[config.mk]
export PLATFORM = sky130hd
export DESIGN_NAME = accel_cmd_sequencer
export DESIGN_NICKNAME = d
export VERILOG_FILES = /design/src/rtl/accel_pkg.sv /design/src/rtl/dma_chunker.sv /design/src/rtl/accel_cmd_sequencer.sv
export SDC_FILE = /design/constraint.sdc
export NUM_CORES = 2
export LEC_CHECK = 0
export CAP_MARGIN = 10
export CELL_PAD_IN_SITES_DETAIL_PLACEMENT = 2
export CELL_PAD_IN_SITES_GLOBAL_PLACEMENT = 2
export CORE_ASPECT_RATIO = 2
export CORE_UTILIZATION = 32
export DETAILED_ROUTE_END_ITERATION = 16
export PLACE_DENSITY_LB_ADDON = 0.1
export SYNTH_ARGS = -nofsm -noshare
export SYNTH_HDL_FRONTEND = slang
export SYNTH_HIERARCHICAL = 1
export SYNTH_SLANG_ARGS = --single-unit
[constraint.sdc]
create_clock -name clk -period 13.5 [get_ports clk]
set_input_delay 1.35 -clock clk [delete_from_list [all_inputs] [get_ports clk]]
set_output_delay 1.35 -clock clk [all_outputs]
set_load 0.05 [all_outputs]
[src/rtl/accel_pkg.sv]
// Shared types and constants for the accelerator command sequencer.
package accel_pkg;

  typedef enum logic [3:0] {
    S_IDLE     = 4'd0,
    S_CHECK    = 4'd1,
    S_LD_WGT   = 4'd2,
    S_WAIT_WGT = 4'd3,
    S_LD_IN    = 4'd4,
    S_WAIT_IN  = 4'd5,
    S_CMP      = 4'd6,
    S_WAIT_CMP = 4'd7,
    S_ST_OUT   = 4'd8,
    S_WAIT_OUT = 4'd9,
    S_DONE     = 4'd10,
    S_ERR      = 4'd11
  } state_e;

  localparam logic [1:0] ERR_NONE  = 2'd0;
  localparam logic [1:0] ERR_ALIGN = 2'd1;
  localparam logic [1:0] ERR_WDOG  = 2'd2;
  localparam logic [1:0] ERR_ABORT = 2'd3;

  localparam int CTRL_START  = 0;
  localparam int CTRL_ABORT  = 1;
  localparam int CTRL_IRQ_EN = 2;

  localparam int ST_BUSY      = 0;
  localparam int ST_DONE      = 1;
  localparam int ST_ERR       = 2;
  localparam int ST_ABORT     = 3;
  localparam int ST_STATE_LSB = 4;
  localparam int ST_ERR_LSB   = 8;
  localparam int ST_REM_LSB   = 16;

  function automatic logic is_wait(input state_e s);
    return (s == S_WAIT_WGT) || (s == S_WAIT_IN) || (s == S_WAIT_CMP) || (s == S_WAIT_OUT);
  endfunction

  // States where the sequencer is parked and accepts a new start
  function automatic logic is_parked(input state_e s);
    return (s == S_IDLE) || (s == S_DONE) || (s == S_ERR);
  endfunction

endpackage

[src/rtl/dma_chunker.sv]
// Splits one DMA phase into requests of at most MAX_CHUNK bytes,
// one request outstanding at a time.
module dma_chunker #(
  parameter int DATA_W    = 32,
  parameter int MAX_CHUNK = 4096
) (
  input  logic              clk,
  input  logic              rst,
  input  logic              load_i,
  input  logic [DATA_W-1:0] base_i,
  input  logic [DATA_W-1:0] size_i,
  input  logic              valid_d_i,
  input  logic              req_ready_i,
  input  logic              done_i,
  output logic              req_valid_o,
  output logic [DATA_W-1:0] req_addr_o,
  output logic [DATA_W-1:0] req_len_o,
  output logic              fire_o,
  output logic              last_o,
  output logic [DATA_W-1:0] rem_o
);

  localparam logic [DATA_W-1:0] MAX_LEN = DATA_W'(MAX_CHUNK);

  logic [DATA_W-1:0] cursor_q, cursor_d;
  logic [DATA_W-1:0] rem_q, rem_d;
  logic [DATA_W-1:0] chunk_q, chunk_d;
  logic              valid_q;

  // Reload at phase start, advance one chunk per completed request
  always_comb begin
    cursor_d = cursor_q;
    rem_d    = rem_q;
    if (load_i) begin
      cursor_d = base_i;
      rem_d    = size_i;
    end else if (done_i) begin
      cursor_d = cursor_q + chunk_q;
      rem_d    = rem_q - chunk_q;
    end
    chunk_d = (rem_d > MAX_LEN) ? MAX_LEN : rem_d;
  end

  // Cursor, remaining, chunk length and request valid registers
  always_ff @(posedge clk) begin
    if (rst) begin
      cursor_q <= '0;
      rem_q    <= '0;
      chunk_q  <= '0;
      valid_q  <= 1'b0;
    end else begin
      cursor_q <= cursor_d;
      rem_q    <= rem_d;
      chunk_q  <= chunk_d;
      valid_q  <= valid_d_i;
    end
  end

  assign req_valid_o = valid_q;
  assign req_addr_o  = cursor_q;
  assign req_len_o   = chunk_q;
  assign fire_o      = valid_q && req_ready_i;
  assign last_o      = (rem_q == chunk_q);
  assign rem_o       = rem_q;

endmodule

[src/rtl/accel_cmd_sequencer.sv]
// Sequences one accelerator job: weight load, input load, compute, output store.
module accel_cmd_sequencer
  import accel_pkg::*;
#(
  parameter int DATA_W      = 32,
  parameter int MAX_CHUNK   = 4096,
  parameter int WDOG_CYCLES = 1000000
) (
  input  logic                clk,
  input  logic                rst,
  input  logic [DATA_W-1:0]   control_reg,
  input  logic [DATA_W-1:0]   wgt_base_addr_reg,
  input  logic [DATA_W-1:0]   wgt_size_reg,
  input  logic [DATA_W-1:0]   input_base_addr_reg,
  input  logic [DATA_W-1:0]   input_size_reg,
  input  logic [DATA_W-1:0]   output_base_addr_reg,
  input  logic [DATA_W-1:0]   output_size_reg,
  input  logic [DATA_W-1:0]   op_code_reg,
  input  logic [DATA_W-1:0]   op_params_reg_0,
  input  logic [DATA_W-1:0]   op_params_reg_1,
  output logic                rd_req_valid,
  input  logic                rd_req_ready,
  output logic [DATA_W-1:0]   rd_req_addr,
  output logic [DATA_W-1:0]   rd_req_len,
  output logic                rd_req_dst,
  input  logic                rd_done,
  output logic                cmp_start,
  output logic [DATA_W-1:0]   cmp_op_code,
  output logic [2*DATA_W-1:0] cmp_params,
  input  logic                cmp_done,
  output logic                wr_req_valid,
  input  logic                wr_req_ready,
  output logic [DATA_W-1:0]   wr_req_addr,
  output logic [DATA_W-1:0]   wr_req_len,
  input  logic                wr_done,
  output logic [31:0]         status_reg_rdata,
  output logic                irq
);

  localparam logic [31:0] WDOG_LAST = 32'(WDOG_CYCLES - 1);

  state_e            state_q, state_d;
  logic [1:0]        err_code_q, err_code_d;
  logic              start_q, start_edge, latch;
  logic              done_q, done_d, err_q, err_d;
  logic              abort_pend_q, abort_pend_d;
  logic              irq_en_q, irq_en_d, irq_q, irq_d;
  logic [31:0]       wdog_q, wdog_d;
  logic              wdog_hit;
  logic              cmp_start_q, rd_dst_q;
  logic [31:0]       status_q, status_d;

  logic [DATA_W-1:0] wgt_base_q, wgt_size_q, in_base_q, in_size_q, out_base_q, out_size_q;
  logic [DATA_W-1:0] op_q, p0_q, p1_q;
  logic              misaligned;

  logic              rd_load, rd_sel_in, wr_load;
  logic              rd_fire, rd_last, wr_fire, wr_last;
  logic              rd_done_g, wr_done_g;
  logic [DATA_W-1:0] rd_rem, wr_rem, rem_sel;
  logic              unused_bits;

  assign start_edge = control_reg[CTRL_START] && !start_q;
  assign misaligned = |{wgt_base_q[1:0], wgt_size_q[1:0], in_base_q[1:0],
                        in_size_q[1:0], out_base_q[1:0], out_size_q[1:0]};
  assign rd_done_g  = rd_done && ((state_q == S_WAIT_WGT) || (state_q == S_WAIT_IN));
  assign wr_done_g  = wr_done && (state_q == S_WAIT_OUT);
  assign wdog_hit   = (wdog_q == WDOG_LAST);

  dma_chunker #(.DATA_W(DATA_W), .MAX_CHUNK(MAX_CHUNK)) u_rd (
    .clk(clk), .rst(rst), .load_i(rd_load),
    .base_i(rd_sel_in ? in_base_q : wgt_base_q),
    .size_i(rd_sel_in ? in_size_q : wgt_size_q),
    .valid_d_i((state_d == S_LD_WGT) || (state_d == S_LD_IN)),
    .req_ready_i(rd_req_ready), .done_i(rd_done_g),
    .req_valid_o(rd_req_valid), .req_addr_o(rd_req_addr), .req_len_o(rd_req_len),
    .fire_o(rd_fire), .last_o(rd_last), .rem_o(rd_rem)
  );

  dma_chunker #(.DATA_W(DATA_W), .MAX_CHUNK(MAX_CHUNK)) u_wr (
    .clk(clk), .rst(rst), .load_i(wr_load),
    .base_i(out_base_q), .size_i(out_size_q),
    .valid_d_i(state_d == S_ST_OUT),
    .req_ready_i(wr_req_ready), .done_i(wr_done_g),
    .req_valid_o(wr_req_valid), .req_addr_o(wr_req_addr), .req_len_o(wr_req_len),
    .fire_o(wr_fire), .last_o(wr_last), .rem_o(wr_rem)
  );

  // Next-state logic: phase sequencing, error and abort handling
  always_comb begin
    state_d    = state_q;
    err_code_d = err_code_q;
    latch      = 1'b0;
    rd_load    = 1'b0;
    rd_sel_in  = 1'b0;
    wr_load    = 1'b0;
    case (state_q)
      S_IDLE, S_DONE, S_ERR: begin
        if (start_edge) begin
          latch      = 1'b1;
          err_code_d = ERR_NONE;
          state_d    = S_CHECK;
        end
      end
      S_CHECK: begin
        if (misaligned) begin
          state_d    = S_ERR;
          err_code_d = ERR_ALIGN;
        end else if (wgt_size_q != '0) begin
          state_d = S_LD_WGT;
          rd_load = 1'b1;
        end else if (in_size_q != '0) begin
          state_d   = S_LD_IN;
          rd_load   = 1'b1;
          rd_sel_in = 1'b1;
        end else begin
          state_d = S_CMP;
        end
      end
      S_LD_WGT, S_LD_IN: begin
        // A request already accepted must be seen through; abort waits for its done
        if (rd_fire) begin
          state_d = (state_q == S_LD_WGT) ? S_WAIT_WGT : S_WAIT_IN;
        end else if (abort_pend_q) begin
          state_d    = S_ERR;
          err_code_d = ERR_ABORT;
        end
      end
      S_WAIT_WGT, S_WAIT_IN: begin
        if (rd_done_g) begin
          if (abort_pend_q) begin
            state_d    = S_ERR;
            err_code_d = ERR_ABORT;
          end else if (!rd_last) begin
            state_d = (state_q == S_WAIT_WGT) ? S_LD_WGT : S_LD_IN;
          end else if ((state_q == S_WAIT_WGT) && (in_size_q != '0)) begin
            state_d   = S_LD_IN;
            rd_load   = 1'b1;
            rd_sel_in = 1'b1;
          end else begin
            state_d = S_CMP;
          end
        end else if (wdog_hit) begin
          state_d    = S_ERR;
          err_code_d = abort_pend_q ? ERR_ABORT : ERR_WDOG;
        end
      end
      S_CMP: state_d = S_WAIT_CMP;
      S_WAIT_CMP: begin
        if (cmp_done) begin
          if (abort_pend_q) begin
            state_d    = S_ERR;
            err_code_d = ERR_ABORT;
          end else if (out_size_q != '0) begin
            state_d = S_ST_OUT;
            wr_load = 1'b1;
          end else begin
            state_d = S_DONE;
          end
        end else if (wdog_hit) begin
          state_d    = S_ERR;
          err_code_d = abort_pend_q ? ERR_ABORT : ERR_WDOG;
        end
      end
      S_ST_OUT: begin
        if (wr_fire) begin
          state_d = S_WAIT_OUT;
        end else if (abort_pend_q) begin
          state_d    = S_ERR;
          err_code_d = ERR_ABORT;
        end
      end
      S_WAIT_OUT: begin
        if (wr_done_g) begin
          if (abort_pend_q) begin
            state_d    = S_ERR;
            err_code_d = ERR_ABORT;
          end else if (!wr_last) begin
            state_d = S_ST_OUT;
          end else begin
            state_d = S_DONE;
          end
        end else if (wdog_hit) begin
          state_d    = S_ERR;
          err_code_d = abort_pend_q ? ERR_ABORT : ERR_WDOG;
        end
      end
      default: state_d = S_IDLE;
    endcase
  end

  // Sticky flags, abort request, watchdog and status word
  always_comb begin
    done_d       = latch ? 1'b0 : ((state_d == S_DONE) || done_q);
    err_d        = latch ? 1'b0 : ((state_d == S_ERR) || err_q);
    abort_pend_d = is_parked(state_q) ? 1'b0 : (control_reg[CTRL_ABORT] || abort_pend_q);
    irq_en_d     = latch ? control_reg[CTRL_IRQ_EN] : irq_en_q;
    irq_d        = irq_en_d && (done_d || err_d);
    wdog_d       = (state_d != state_q) ? '0 : (is_wait(state_q) ? wdog_q + 32'd1 : wdog_q);
    case (state_q)
      S_LD_WGT, S_WAIT_WGT, S_LD_IN, S_WAIT_IN: rem_sel = rd_rem;
      S_ST_OUT, S_WAIT_OUT:                     rem_sel = wr_rem;
      default:                                  rem_sel = '0;
    endcase
    status_d                             = '0;
    status_d[ST_BUSY]                    = !is_parked(state_q);
    status_d[ST_DONE]                    = done_q;
    status_d[ST_ERR]                     = err_q;
    status_d[ST_ABORT]                   = abort_pend_q;
    status_d[ST_STATE_LSB +: 4]          = state_q;
    status_d[ST_ERR_LSB +: 2]            = err_code_q;
    status_d[ST_REM_LSB +: 16]           = rem_sel[17:2];
  end

  // Control-path registers
  always_ff @(posedge clk) begin
    if (rst) begin
      state_q      <= S_IDLE;
      err_code_q   <= ERR_NONE;
      start_q      <= 1'b0;
      done_q       <= 1'b0;
      err_q        <= 1'b0;
      abort_pend_q <= 1'b0;
      irq_en_q     <= 1'b0;
      irq_q        <= 1'b0;
      wdog_q       <= '0;
      cmp_start_q  <= 1'b0;
      rd_dst_q     <= 1'b0;
      status_q     <= '0;
    end else begin
      state_q      <= state_d;
      err_code_q   <= err_code_d;
      start_q      <= control_reg[CTRL_START];
      done_q       <= done_d;
      err_q        <= err_d;
      abort_pend_q <= abort_pend_d;
      irq_en_q     <= irq_en_d;
      irq_q        <= irq_d;
      wdog_q       <= wdog_d;
      cmp_start_q  <= (state_d == S_CMP);
      if (rd_load) rd_dst_q <= rd_sel_in;
      status_q     <= status_d;
    end
  end

  // Job registers, captured on an accepted start edge
  always_ff @(posedge clk) begin
    if (rst) begin
      wgt_base_q <= '0; wgt_size_q <= '0;
      in_base_q  <= '0; in_size_q  <= '0;
      out_base_q <= '0; out_size_q <= '0;
      op_q       <= '0; p0_q       <= '0; p1_q <= '0;
    end else if (latch) begin
      wgt_base_q <= wgt_base_addr_reg;    wgt_size_q <= wgt_size_reg;
      in_base_q  <= input_base_addr_reg;  in_size_q  <= input_size_reg;
      out_base_q <= output_base_addr_reg; out_size_q <= output_size_reg;
      op_q       <= op_code_reg;          p0_q       <= op_params_reg_0;
      p1_q       <= op_params_reg_1;
    end
  end

  assign rd_req_dst       = rd_dst_q;
  assign cmp_start        = cmp_start_q;
  assign cmp_op_code      = op_q;
  assign cmp_params       = {p1_q, p0_q};
  assign status_reg_rdata = status_q;
  assign irq              = irq_q;

  assign unused_bits = &{1'b0, control_reg[DATA_W-1:3], rem_sel[DATA_W-1:18], rem_sel[1:0]};

endmodule

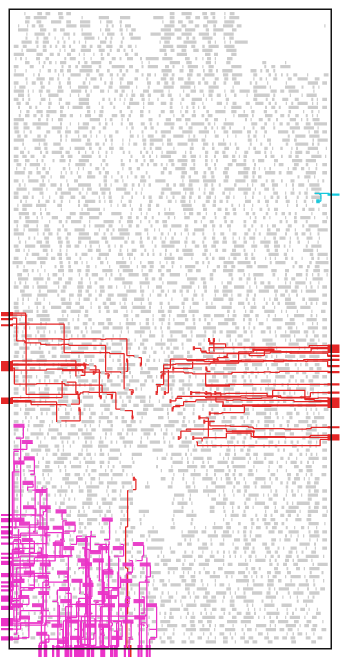
port_nets.png
Drawn at 1.5 px/µm.
Cyan marks wr_req_ready, bits 1, direction input, end cells 1, buffers 1, wire 18.8 µm. Magenta marks cmp_params, bits 64, direction output, end cells 64, buffers 64, wire 3,710 µm. Red marks wgt_size_reg, bits 32, direction input, end cells 32, buffers 32, wire 3,190 µm.

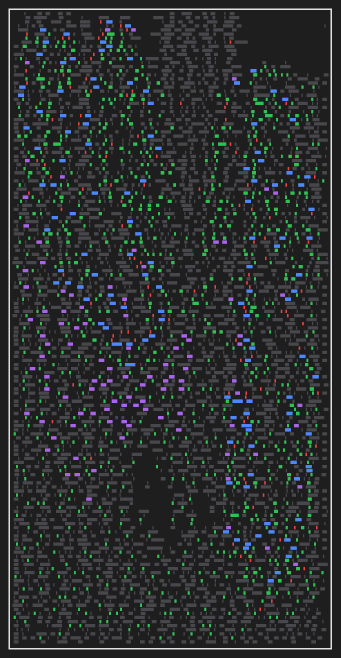
gate_families.png
Drawn at 1.5 px/µm.
Purple marks multiplexers, cells 101. Blue marks adder and majority cells, cells 129, where spread over the die. Green marks inverting AOI/OAI gates, cells 837, where spread over the die. Red marks inverters, cells 121, where spread over the die.

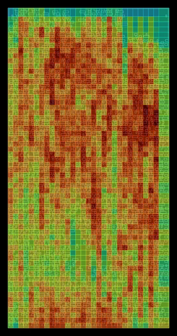
final_congestion.png
M3 GR Usage: 0.0747
gr busiest metal: met2
Total Routing Usage GR: 0.303
GRT met2 Usage: 0.576
M1 GR Usage: 0.272

==> results_dict.tcl <==
# place-and-route summary
set metrics [dict create \
    endpoint_kind "register" \
    ctsRootBufferMaster "clkbuf_16" \
    yosys_area_um2 28700 \
    grt_pass1_wl_mm 202 \
    hold_path_class "reg2reg" \
    vias 28800 \
    power_switching_mw 2.72 \
    synth_area_per_cell_um2 7.95 \
    powerDensity_nw_per_um2 171 \
    status "finished, final reports clean" \
    r2r_cells 21 \
    cts_inserted_buffers 57 \
    rsz0062_at_grt "false" \
    antenna_found_initial 30 \
    warnings 64 \
    setup_viol 0 \
    ys_top_logic_family "simple AND/OR/NAND/NOR gates" \
    final_core_util 0.418 \
    wl_per_cell_um 26.2 \
    ys_sh_mux 0.0382 \
    fillers 10100 \
    synthSimpleGateAreaFrac 0.225 \
    p_comb_frac 0.406 \
    rr_startpoint "u_rd/req_len_o[22]" \
    ir_drop_uv 126 \
    h-tree-depth 2 \
    cp.arrival_ns 7.88 \
    synthArstFlopShare 0 \
    synthTopCellsByCount "nand2_1 (730), dfxtp_1 (554), a21oi_1 (516), nor2_1 (281), clkbuf_1 (177)" \
]
-- area by class of cell --
type	count	area share
diodes	11	0.000740
clock buffers	83	0.0464
clock inverters	22	0.00622
inverters	121	0.0122
multi-input cells	2751	0.440
flip-flops and latches	554	0.298
well taps	1177	0.0396
repair buffers	590	0.157
-- routing by layer --
| layer | GRT usage | up-vias | part of all wire | routed length [µm] |
|---|---|---|---|---|
| met1 | 0.272 | 14300 | 0.33 | 45600 |
| li1 | - | 13400 | - | - |
| met4 | 0.215 | 38 | 0.079 | 11000 |
| met3 | 0.0747 | 288 | 0.058 | 8010 |
| met2 | 0.576 | 682 | 0.53 | 74300 |
| met5 | 0 | - | 0.0018 | 244 |
-- power by group through the flow --
stage	Clock, mW	Combinational [mW]	Sequential (mW)
2_1_floorplan	0	1.40	2.36
3_3_place_gp	0	2.55	2.10
3_5_place_dp	0	2.59	2.12
4_1_cts	1.75	2.61	2.08
5_1_grt	1.80	2.76	2.10
6_report	1.70	2.58	2.08
-- placed cells by master, fill, tap and decap left out, types with 28 or more instances in the layout --
| cell type | synthesis | layout |
|---|---|---|
| clkbuf_16 | 0 | 58 |
| nand2_1 | 730 | 729 |
| o21a_1 | 32 | 32 |
| nor2_4 | 30 | 30 |
| mux2i_1 | 34 | 34 |
| nor2_1 | 281 | 281 |
| nand3_1 | 41 | 41 |
| xnor2_1 | 65 | 65 |
| inv_1 | 120 | 120 |
| mux2_2 | 67 | 67 |
| buf_4 | 7 | 36 |
| conb_1 | 3 | 44 |
| xor2_1 | 61 | 61 |
| nor3_1 | 32 | 31 |
| nor2b_1 | 39 | 39 |
| o21ai_0 | 92 | 92 |
| dfxtp_1 | 554 | 554 |
| ha_1 | 125 | 125 |
| and3_1 | 30 | 28 |
| a211oi_1 | 40 | 40 |
| nor4_1 | 44 | 44 |
| a21o_1 | 38 | 37 |
| clkdlybuf4s50_1 | 0 | 551 |
| nand4_1 | 42 | 42 |
| a21oi_1 | 516 | 516 |
-- kinds of logic after synthesis --
logic type / count (synthesis)
AOI/OAI and AO/OA: 958
xor gates and xnor gates: 126
adders and majority gates: 129
buffers and inverters: 344
DFF: 554
muxes: 101
other: 3
and+or+nand+nor: 1393
-- worst min-delay path by stage --
| stage | startpoint | end | depth (start not counted) |
|---|---|---|---|
| CTS | in_base_q[7] | in_base_q[7] | 2 |
| global placement | in_base_q[10] | in_base_q[10] | 2 |
| floorplan | err_code_q[1] | status_reg_rdata[9] | 2 |
| detailed placement | wgt_base_q[18] | wgt_base_q[18] | 2 |
| finish | in_base_q[7] | in_base_q[7] | 2 |
| global route | wgt_base_q[18] | wgt_base_q[18] | 2 |
-- critical path: stages, from the launching register on --
cell and delay (ns):
dfxtp_1 0.38, inv_1 0.07, ha_1 0.52, nand4_1 0.33
nor4_1 0.42, nand4_1 0.13, nor2_1 0.34, nand4b_1 0.18
nor4_1 0.48, o21ai_0 0.30, a22oi_2 0.19, buf_4 0.44
inv_1 0.14, buf_4 0.28, nand2_1 0.58, nor3_1 0.13
a221oi_1 0.55, o211ai_1 0.16, nor4b_1 0.43, and4_1 0.37
nand4_1 0.46, nor2_1 0.28
Power is estimated from default activity; no workload was simulated.
